$ cat src/rtl/mem_stage.sv
// ----------------------------------------------------------------------------
// mem_stage -- MEM stage of the 5-stage MIPS pipeline.
//
// Holds the EX/MEM pipeline register and runs byte/half/word loads and stores
// over a req/ack data-memory port. While an access is outstanding the stage
// raises stallM so EX and everything upstream hold.
//
// Ports
//   clk, rst           rising-edge clock, synchronous active-high reset
//   validE .. memSignedE  EX-stage instruction fields (loaded when stallM=0)
//   stallM             hold EX and upstream
//   validM, aluOutM, writeRegAddrM, regWriteM, memToRegM
//                      registered M-slot fields for forwarding and WB
//   readDataM          aligned, extended load data (latched on ack)
//   addrErrM, busErrM  misaligned access / ack timeout for the op in M
//   dmem_*             data-memory request port
// ----------------------------------------------------------------------------
module mem_stage #(
    parameter int unsigned ACK_TIMEOUT = 255
) (
    input  logic        clk,
    input  logic        rst,
    input  logic        validE,
    input  logic [31:0] aluOutE,
    input  logic [31:0] writeDataE,
    input  logic [4:0]  writeRegAddrE,
    input  logic        regWriteE,
    input  logic        memReadE,
    input  logic        memWriteE,
    input  logic [1:0]  memSizeE,
    input  logic        memSignedE,
    output logic        stallM,
    output logic        validM,
    output logic [31:0] aluOutM,
    output logic [4:0]  writeRegAddrM,
    output logic        regWriteM,
    output logic        memToRegM,
    output logic [31:0] readDataM,
    output logic        addrErrM,
    output logic        busErrM,
    output logic        dmem_req,
    output logic        dmem_we,
    output logic [31:0] dmem_addr,
    output logic [3:0]  dmem_be,
    output logic [31:0] dmem_wdata,
    input  logic        dmem_ack,
    input  logic [31:0] dmem_rdata
);

    typedef enum logic [1:0] {IDLE, BUSY, DONE} state_t;

    localparam int unsigned CNT_W = (ACK_TIMEOUT > 0) ? $clog2(ACK_TIMEOUT + 1) : 1;

    // EX/MEM pipeline register
    logic        valid_q;
    logic [31:0] alu_q;
    logic [31:0] wdata_q;
    logic [4:0]  wreg_q;
    logic        regwrite_q;
    logic        memread_q;
    logic        memwrite_q;
    logic [1:0]  size_q;
    logic        signed_q;

    // Access control state
    state_t             state_q, state_d;
    logic [CNT_W-1:0]   cnt_q, cnt_d;
    logic               bus_err_q, bus_err_d;
    logic [31:0]        rdata_q, rdata_d;

    logic        load_en;
    logic        mem_op_e;
    logic        mem_op_m;
    logic        timeout_hit;
    logic [31:0] load_data;
    logic [7:0]  byte_sel;
    logic [15:0] half_sel;

    function automatic logic misaligned(input logic [1:0] addr, input logic [1:0] size);
        case (size)
            2'b00:   return 1'b0;
            2'b01:   return addr[0];
            default: return addr != 2'b00;
        endcase
    endfunction

    assign load_en  = (state_q != BUSY);
    assign mem_op_e = validE & (memReadE | memWriteE);
    assign mem_op_m = valid_q & (memread_q | memwrite_q);

    // The op has waited ACK_TIMEOUT req cycles once the counter would reach it
    // at this edge.
    assign timeout_hit = (ACK_TIMEOUT != 0) && (cnt_q == CNT_W'(ACK_TIMEOUT - 1));

    // Lane selection and extension of the returned word.
    assign byte_sel = 8'(dmem_rdata >> {alu_q[1:0], 3'b000});
    assign half_sel = alu_q[1] ? dmem_rdata[31:16] : dmem_rdata[15:0];

    always_comb begin
        case (size_q)
            2'b00:   load_data = {{24{signed_q & byte_sel[7]}}, byte_sel};
            2'b01:   load_data = {{16{signed_q & half_sel[15]}}, half_sel};
            default: load_data = dmem_rdata;
        endcase
    end

    // NOTE: every variable gets a default before the case so no path leaves it
    // unassigned; otherwise synthesis infers a latch.
    always_comb begin
        state_d   = state_q;
        cnt_d     = cnt_q;
        bus_err_d = bus_err_q;
        rdata_d   = rdata_q;
        case (state_q)
            IDLE, DONE: begin
                // A new instruction loads on this edge; only an aligned memory
                // op needs the bus.
                state_d   = (mem_op_e && !misaligned(aluOutE[1:0], memSizeE)) ? BUSY : IDLE;
                cnt_d     = '0;
                bus_err_d = 1'b0;
            end
            BUSY: begin
                cnt_d = cnt_q + 1'b1;
                if (dmem_ack) begin
                    state_d = DONE;
                    if (memread_q) rdata_d = load_data;
                end else if (timeout_hit) begin
                    state_d   = DONE;
                    bus_err_d = 1'b1;
                end
            end
            default: state_d = IDLE;
        endcase
    end

    // NOTE: sequential state uses non-blocking assignments so every register
    // samples the pre-edge values, independent of statement order.
    always_ff @(posedge clk) begin
        if (rst) begin
            valid_q    <= 1'b0;
            alu_q      <= '0;
            wdata_q    <= '0;
            wreg_q     <= '0;
            regwrite_q <= 1'b0;
            memread_q  <= 1'b0;
            memwrite_q <= 1'b0;
            size_q     <= '0;
            signed_q   <= 1'b0;
            state_q    <= IDLE;
            cnt_q      <= '0;
            bus_err_q  <= 1'b0;
            rdata_q    <= '0;
        end else begin
            if (load_en) begin
                valid_q    <= validE;
                alu_q      <= aluOutE;
                wdata_q    <= writeDataE;
                wreg_q     <= writeRegAddrE;
                regwrite_q <= validE & regWriteE;
                memread_q  <= validE & memReadE;
                memwrite_q <= validE & memWriteE;
                size_q     <= memSizeE;
                signed_q   <= memSignedE;
            end
            state_q   <= state_d;
            cnt_q     <= cnt_d;
            bus_err_q <= bus_err_d;
            rdata_q   <= rdata_d;
        end
    end

    // Control outputs come from registered state only.
    assign stallM        = (state_q == BUSY);
    assign dmem_req      = (state_q == BUSY);
    assign dmem_we       = (state_q == BUSY) & memwrite_q;
    assign dmem_addr     = {alu_q[31:2], 2'b00};

    assign validM        = valid_q;
    assign aluOutM       = alu_q;
    assign writeRegAddrM = wreg_q;
    assign memToRegM     = memread_q;
    assign readDataM     = rdata_q;
    assign addrErrM      = mem_op_m & misaligned(alu_q[1:0], size_q);
    assign busErrM       = bus_err_q;
    assign regWriteM     = regwrite_q & ~addrErrM & ~bus_err_q;

    always_comb begin
        case (size_q)
            2'b00: begin
                dmem_be    = 4'b0001 << alu_q[1:0];
                dmem_wdata = {4{wdata_q[7:0]}};
            end
            2'b01: begin
                dmem_be    = 4'b0011 << {alu_q[1], 1'b0};
                dmem_wdata = {2{wdata_q[15:0]}};
            end
            default: begin
                dmem_be    = 4'b1111;
                dmem_wdata = wdata_q;
            end
        endcase
    end

endmodule

$ cat config.mk
export PLATFORM = sky130hd
export DESIGN_NAME = mem_stage
export DESIGN_NICKNAME = d
export VERILOG_FILES = /design/src/rtl/mem_stage.sv
export SDC_FILE = /design/constraint.sdc
export NUM_CORES = 1
export LEC_CHECK = 0
export ABC_CLOCK_PERIOD_IN_PS = 4500
export CAP_MARGIN = 20
export CORE_UTILIZATION = 45
export CTS_BUF_LIST = sky130_fd_sc_hd__clkbuf_16
export CTS_CLUSTER_SIZE = 20
export DETAILED_ROUTE_END_ITERATION = 12
export GPL_ROUTABILITY_DRIVEN = 1
export PLACE_DENSITY_LB_ADDON = 0.2
export SYNTH_ARGS = -nofsm -noshare
export SYNTH_HDL_FRONTEND = slang
export SYNTH_SLANG_ARGS = --single-unit
$ cat constraint.sdc
create_clock -name clk -period 4.5 [get_ports clk]
set_input_delay 0.9 -clock clk [delete_from_list [all_inputs] [get_ports clk]]
set_output_delay 0.9 -clock clk [all_outputs]
set_load 0.005 [all_outputs]
==> impl_metrics.csv, run 1 <==
group,metric,value,unit
run_status,status,"completed",
placed_design,io_buffers,253,
drt,dr_wl_met3,1200,µm
drt,ant_nets,0,
clocking,cts-buffers-inserted,17,
synthesis,async_flop_share,0,
clocking,cts-htree-levels,4,
drt,drt_iter0_drc,489,
die,ios,256,
synthesis,syn_avg_cell_area,8.12,µm²
final_layout,drive_gt1_frac,0.0747,
drt,drcViolationCount,0,
sta,setup_viol,0,
die,coreArea,12100,µm²
worst_setup_path,max_stage_delay,0.80,ns
worst_setup_path,crit_path_end,"dmem_be[0]",
sta,max_freq,291,MHz
worst_setup_path,reg2reg_to,"readDataM[1]",
worst_setup_path,start_kind,"register",
synthesis,edf_count,0,
synthesis,synth_flops,119,
drt,highest_layer,"met4",
clocking,cts_tree,"built",
synthesis,yosys_warnings,0,
die,num_rows,40,
synthesis,ff_type,"dfxtp_1",
synthesis,synth_cell_types,47,
grt,antenna_found_initial,0,
worst_setup_path,cp_top_family,"buffers and inverters",
## run 1: metrics by stage
stage	area [µm²]	total power, mW	utilization	setup slack (ns)	hold WS (ns)
floorplan	5600	1.39	-	2.38	0.427
global placement	7830	1.64	0.649	1.55	0.437
detailed placement	7830	1.65	0.649	1.50	0.443
CTS	8300	2.76	0.688	1.05	0.450
global route	8300	2.85	0.688	0.871	0.462
finish	8300	2.74	0.688	1.07	0.451
## run 1: Yosys cell counts (2+ instances only)
master     count  area [µm²]
a2111oi_0      6        52.6
a211oi_1      21         158
a211oi_2      10         125
a21o_1        13        97.6
a21oi_1       81         405
a221oi_1       2        17.5
a22oi_1        7        52.6
and2b_1        5        37.5
buf_2         18        90.1
buf_4         45         338
buf_6          3        33.8
clkbuf_1      27         101
dfxtp_1      119        2380
ha_1           2        25.0
inv_1          5        18.8
mux2_2        18         203
mux2i_1       11         110
nand2_1      177         664
nand2b_1       4        25.0
nand3_1        6        30.0
nand4_1        3        18.8
nor2_1        48         180
nor2b_1        5        31.3
nor3_1         3        15.0
nor3b_1        2        15.0
o21ai_0       17        85.1
o22ai_1        6        37.5
xnor2_1        3        26.3
xor2_1         4        35.0
## run 1: power by group through the flow
stage          Combinational, mW  Sequential [mW]  Clock (mW)
2_1_floorplan              0.229             1.16           0
3_3_place_gp               0.467             1.17           0
3_5_place_dp               0.477             1.18           0
4_1_cts                    0.480             1.16        1.12
5_1_grt                    0.515             1.16        1.17
6_report                   0.479             1.16        1.11
## run 1: logic make-up (layout without fill, tap and decap cells)
family | after synthesis | in the layout | share of synthesized area
multiplexers | 29 | 29 | 0.0559
buffers and inverters | 99 | 293 | 0.105
adder cells (fa/ha/maj) | 2 | 2 | 0.00447
AND-OR/OR-AND | 169 | 169 | 0.199
AND/OR/NAND/NOR | 263 | 263 | 0.199
XOR/XNOR | 7 | 7 | 0.0110
other | 1 | 2 | 0.000670
flip-flops | 119 | 119 | 0.426
## run 1: area by class of cell
class                           count  area (µm²)  share of cell area
Tap cell                          168         210              0.0253
Timing Repair Buffer              259        2570               0.310
Clock buffer                       17         425              0.0513
Sequential cell                   119        2380               0.287
Inverter                            6        25.0             0.00302
Clock inverter                     11        48.8             0.00588
Multi-Input combinational cell    472        2630               0.317
## run 1: sequential cells by signal, indices dropped and copies added (netlist names), 2 cells and up
signal / flops
size_q: 2
wdata_q: 32
readDataM: 32
state_q: 2
cnt_q: 8
aluOutM: 32
writeRegAddrM: 5
## run 1: layer usage
metal / track usage / vias up
met5: 0 / -
met4: 0.139 / 0
met3: 0.0664 / 47
met2: 0.438 / 239
met1: 0.324 / 2578
li1: - / 2660
## run 1: layout by cell type (no fill, tap or decap), drive strengths merged, types with 8 or more instances in the layout
| master | netlist | routed |
|---|---|---|
| clkdlybuf4s50 | 0 | 252 |
| nand2 | 177 | 177 |
| dfxtp | 119 | 119 |
| a21oi | 81 | 81 |
| nor2 | 49 | 49 |
| a211oi | 31 | 31 |
| mux2 | 18 | 18 |
| o21ai | 17 | 17 |
| clkbuf | 27 | 17 |
| a21o | 13 | 13 |
| mux2i | 11 | 11 |
| inv | 6 | 9 |
| clkinv | 0 | 8 |
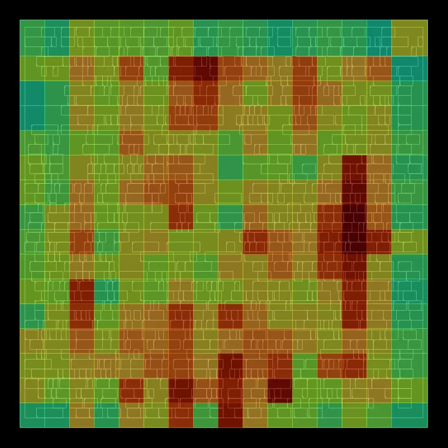
Figure 1: run 1, congestion heat map.
met3 Track Usage GR: 0.0664
Core Util, Final: 0.688

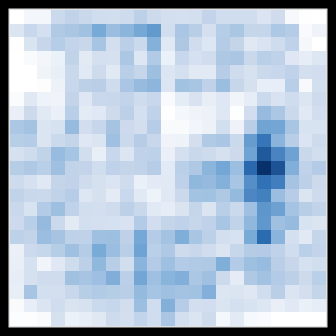
Figure 2: run 1, wiring heat map.
23 x 23 tiles, from white (low) to dark blue (high), scaled to the fullest tile. Values are wire area over tile area, all layers added.
- mean over tiles: 0.22
- densest ninth of the die: middle right
- nearly empty tiles: 3.6%
- tiles over half the peak: 5.1%

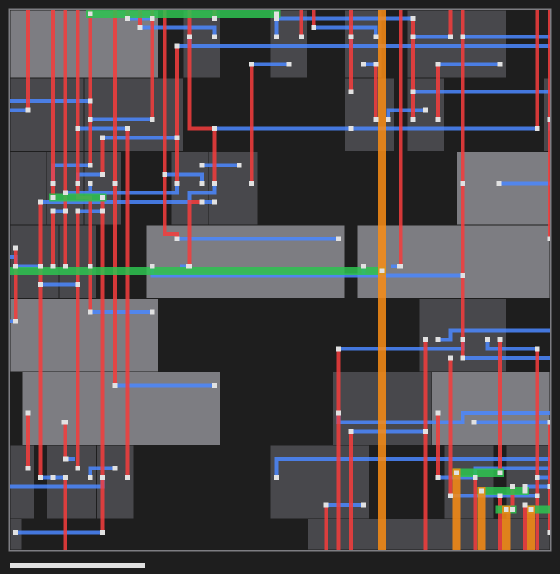
Figure 3: run 1, zoomed window.
Bar = 5 µm. Window x 75 to 95, y 75 to 95 µm. Cells in gray, sequential cells in the stronger gray; small squares are vias.
- orange: M4
- blue: M1
- green: M3
- red: M2
- sequential cells in the window: 6
- cells with their middle in the window: 27
- netlist names of flops here include: aluOutM (5), readDataM (1)
- most frequent: nand2_1 (9), dfxtp_1 (6), clkdlybuf4s50_1 (5)

Figure 4. Met1 routing (run 1).
Bar = 20 µm.
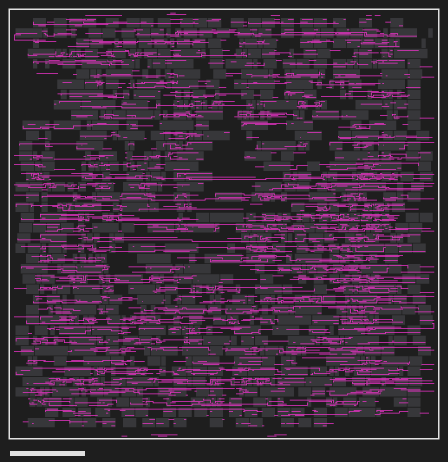

==> run 1 -> run 2 <==
ABC_CLOCK_PERIOD_IN_PS = 3080   (was 4500)
CORE_UTILIZATION = 38   (was 45)
clock period = 3.08 ns   (was 4.5 ns; I/O delays follow)
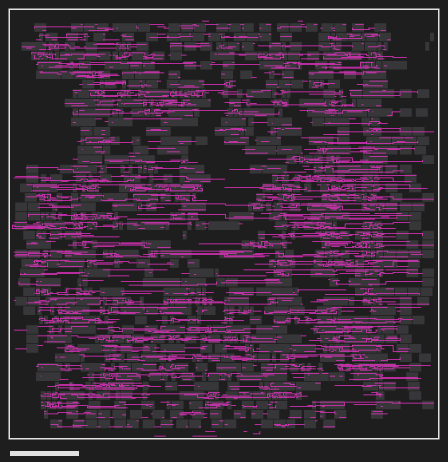
Figure 5: run 2, met1 routing.
Bar = 20 µm.
- share of all routed wire: 42%
- longest straight run: 29.9 µm

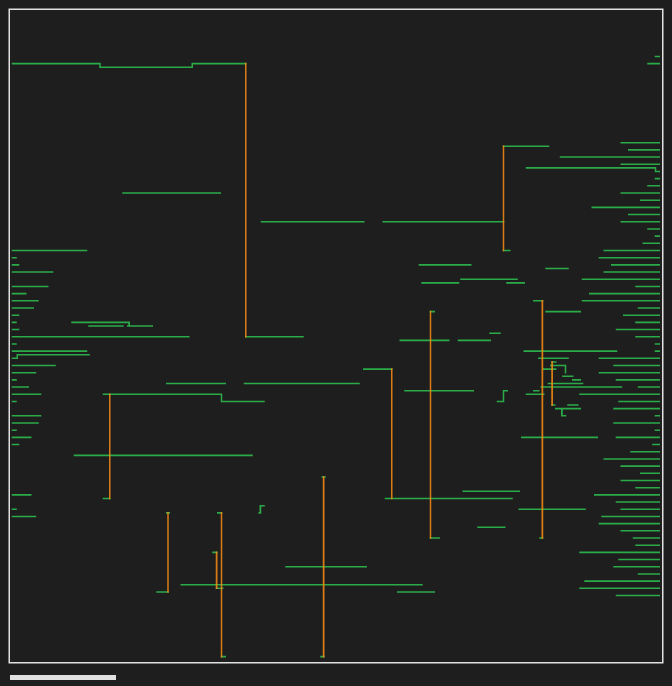
Figure 6: run 2, routed metal, one color a layer.
Bar = 20 µm. Only two layers are drawn.
- orange: M4 (wire length 294 µm)
- green: M3 (wire length 1,190 µm)
final wirelength: 17,900 µm
drt wl/cell: 16.7 µm
routed vias: 5,514
Total Routing Usage GR: 0.230

==> run 2 against run 1 <==
  * Final cell count rose by 1.8%
  * Utilization shrank 9.2 points
  * Synthesized cell count unchanged
  * Via count decreased by 0.18%
  * Non-clock buffer count is 3 higher
  * Wire length grew 2.9%
  * Largest power group is now clock
==> impl_metrics.csv, run 2 <==
group,metric,value,unit
run_status,status,"completed",
synthesis,yosysMostFrequentCell,"nand2_1",
synthesis,yosys_warnings,0,
worst_setup_path,cp_top_family,"simple AND/OR/NAND/NOR gates",
sta,max_freq,359,MHz
synthesis,synth.top_cell.area_share,0.426,
synthesis,common_cells,"nand2_1 (177), dfxtp_1 (119), a21oi_1 (81)",
synthesis,synth_flops,119,
grt,antenna_found_initial,0,
die,coreArea,14100,µm²
synthesis,ff_type,"dfxtp_1",
final_layout,fin_area,8440,µm²
synthesis,top_area_cell,"dfxtp_1",
placed_design,io_buffers,253,
die,num_rows,43,
synthesis,xor_area_frac,0.0110,
synthesis,ys_top_logic_family,"simple AND/OR/NAND/NOR gates",
synthesis,async_flop_share,0,
clocking,cts_tree,"built",
placed_design,pre_cts_slack,0.545,ns
synthesis,fa_ha_area_frac,0.00447,
final_layout,layout_top_cell,"clkdlybuf4s50_1",
synthesis,edf_count,0,
clocking,cts-htree-levels,4,
power_and_ir_drop,total_power,4.30,mW
die,ios,256,
sta,setup_viol,0,
run 2: cells by family after synthesis:
logic type      count (synthesis)
simple gates                  263
compound gates                169
buf+inv                        99
fa+ha+maj                       2
mux                            29
other cells                     1
flops                         119
xor+xnor                        7
run 2: repair_timing:
action                     in CTS  in global routing
setup buffers                   0                  0
setup endpoints to repair       0                  1
resized                         0                  1
run 2: final timing paths:
check | from | cells after the start | slack (ns) | endpoint
worst max register to register | aluOutM[1] | 5 | 0.79 | readDataM[31]
worst max-delay path | size_q[1] | 4 | 0.30 | regWriteM
worst min-delay path | regwrite_q | 2 | 0.45 | regwrite_q
worst min register to register | regwrite_q | 2 | 0.45 | regwrite_q
run 2: metrics by stage:
step	hold WS, ns	utilization
final	0.452	0.596
after floorplan	0.427	-
after global routing	0.471	0.596
after global placement	0.438	0.556
after detailed placement	0.442	0.556
after CTS	0.449	0.596
run 2: routing by layer:
| metal | track usage | vias to the layer above | share of wire |
|---|---|---|---|
| li1 | - | 2664 | - |
| met1 | 0.284 | 2627 | 0.42 |
| met2 | 0.380 | 200 | 0.50 |
| met3 | 0.0604 | 23 | 0.067 |
| met4 | 0.0889 | 0 | 0.016 |
| met5 | 0 | - | 0 |
run 2: worst min-delay path, stage by stage, from the launching register on:
cell and delay (ns):
dfxtp_1 0.30, nand2_1 0.05, a21oi_1 0.05
run 2: report_power, final:
part | switching (mW) | internal, mW
clock network | 0.665 | 1.24
registers | 0.0717 | 1.62
logic | 0.292 | 0.417
total | 1.03 | 3.27
run 2: final cells by class:
type                       instances  area, µm²  share of cell area
inverter                           6       25.0             0.00297
sequential                       119       2380               0.283
multi-input combinational        472       2640               0.312
clock inverter                    15        144              0.0171
clock buffer                      17        425              0.0504
tap                              180        225              0.0267
timing repair buffer             262       2600               0.308
Figure 7. Wiring heat map (run 2).
25 x 25 tiles, from white (low) to dark blue (high), scaled to the fullest tile. Values are wire area over tile area, all layers added.
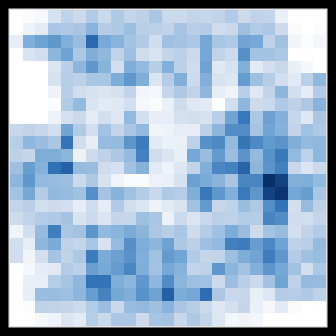

==> run 2 -> run 3 <==
CORE_UTILIZATION = 50   (was 38)
DONT_BUFFER_PORTS = 1   (was not set)
GPL_TIMING_DRIVEN = 0   (was not set)
SLEW_MARGIN = 20   (was not set)
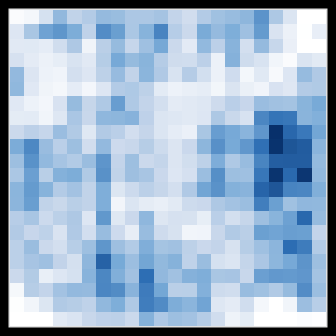
Figure 8: run 3, wiring heat map.
22 x 22 tiles, from white (low) to dark blue (high), scaled to the fullest tile. Values are wire area over tile area, all layers added.
- fullest tile: 0.71
- nearly empty tiles: 3.1%
- densest ninth of the die: middle right
- mean over tiles: 0.23
drt wl/cell: 18.9 µm
routed vias: 4,846
Total Routing Usage GR: 0.281

==> run 3 against run 2 <==
  * Cell area is 25% lower
  * Maximum frequency is 6.5% higher
  * Clock power is 4% lower
  * Synthesized area stayed put
  * Critical path depth is 2 higher
  * Sequential share of layout area is 9.4 points higher
  * Total power is 8.5% lower
  * Global-route usage is 5.1 points higher
==> impl_metrics.csv, run 3 <==
group,metric,value,unit
clocking,cts-htree-levels,4,
grt,antenna_found_initial,0,
synthesis,async_flop_share,0,
synthesis,yosysMostFrequentCell,"nand2_1",
die,ios,256,
drt,drt_iter0_drc,249,
run_status,status,"completed",
sta,setup_viol,0,
drt,drt_wl_total,16300,µm
clocking,cts_setup_buffers,0,
placed_design,io_buffers,0,
final_layout,fin_util,0.581,
sta,whs,0.312,ns
clocking,cts_tree,"built",
synthesis,synth_cell_types,47,
synthesis,common_cells,"nand2_1 (177), dfxtp_1 (119), a21oi_1 (81)",
synthesis,ff_type,"dfxtp_1",
power_and_ir_drop,total_power,3.94,mW
synthesis,ys_seq_share,0.426,
final_layout,lay_top_cells,"nand2_1 (177), dfxtp_1 (119), a21oi_1 (81)",
synthesis,top_area_cell,"dfxtp_1",
worst_setup_path,end_kind,"output pin",
synthesis,syn_avg_cell_area,8.12,µm²
synthesis,netlist_top_cells_area,"dfxtp_1 (43%), nand2_1 (12%), a21oi_1 (7.2%)",
drt,drcViolationCount,0,
clocking,cts-buffers-inserted,17,
die,coreArea,10900,µm²
synthesis,synth.top_cell.area_share,0.426,
sta,rsz0062_at_grt,"no",
sta,max_freq,383,MHz
final_layout,layout_top_cell,"nand2_1",
drt,ant_nets,0,
synthesis,synth_flops,119,
die,num_rows,38,
worst_setup_path,critPathRequiredTime,2.46,ns
final_layout,drive_gt1_frac,0.178,
synthesis,yosys_warnings,0,
die,dieArea,11600,µm²
clocking,cts_resized,0,
worst_setup_path,start_kind,"register",
clocking,cts.sinks,119,
flow_run,tool_warnings,27,
sta,relSlewSlack,0.438,
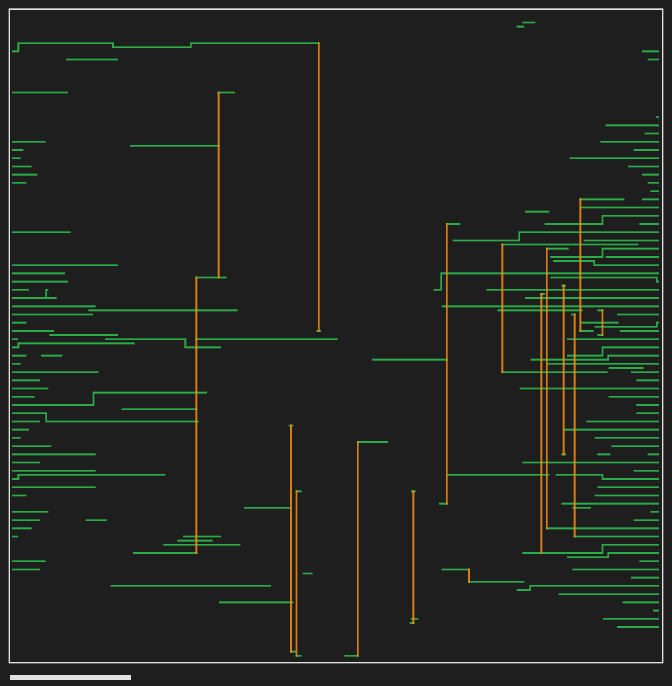
Figure 9: run 3, routed metal, one color a layer.
Bar = 20 µm. Only two layers are drawn.
- green: M3 (wire length 1,510 µm)
- orange: M4 (wire length 494 µm)

-- run 3: cell counts after synthesis --
No cell type changed its count.
-- run 3: worst max-delay path: stages, from the launching register on --
cell,delay [ns]
dfxtp_1,0.46
buf_6,0.18
buf_4,0.18
buf_4,0.20
a21oi_1,0.10
nor3_1,0.36
nor3b_1,0.11
-- run 3: logic make-up after synthesis --
family                     Yosys count  synth area share
AOI/OAI and AO/OA                  169             0.199
xor gates and xnor gates             7            0.0110
adders and majority gates            2           0.00447
buffers and inverters               99             0.105
DFF                                119             0.426
muxes                               29            0.0559
other                                1          0.000670
and+or+nand+nor                    263             0.199
-- run 3: cell type report --
type / instances / area [µm²] / share of cell area
sequential: 119 / 2380 / 0.377
multi-input combinational: 472 / 2630 / 0.416
tap: 140 / 175 / 0.0277
clock inverter: 14 / 120 / 0.0190
inverter: 6 / 25.0 / 0.00396
buffer: 93 / 563 / 0.0890
clock buffer: 17 / 425 / 0.0673
-- run 3: through the flow --
stage               instance area, µm²  setup slack, ns
detailed placement                5780            0.796
CTS                               6320            0.464
floorplan                         5600             1.24
global placement                  5780            0.825
finish                            6320            0.467
global route                      6320            0.356
-- run 3: metal layers --
layer / global-route usage / share of wire / up-vias
met4: 0.139 / 0.030 / 0
met3: 0.100 / 0.093 / 37
met2: 0.441 / 0.45 / 201
met5: 0 / 0 / -
met1: 0.337 / 0.42 / 2282
li1: - / - / 2326
-- run 3: worst paths after layout --
check	endpoint	startpoint	slack (ns)	depth (start not counted)
worst max register to register	readDataM[4]	aluOutM[1]	1.00	6
worst max-delay path	regWriteM	aluOutM[1]	0.47	6
worst min register to register	wdata_q[16]	wdata_q[16]	0.45	2
worst min-delay path	state_q[0]	dmem_ack	0.31	1
-- run 3: where the power goes --
group | switching [mW] | internal (mW)
Sequential | 0.0721 | 1.62
Combinational | 0.243 | 0.176
Clock | 0.670 | 1.16
No activity file was given, so power comes from the tool's default toggle rates.
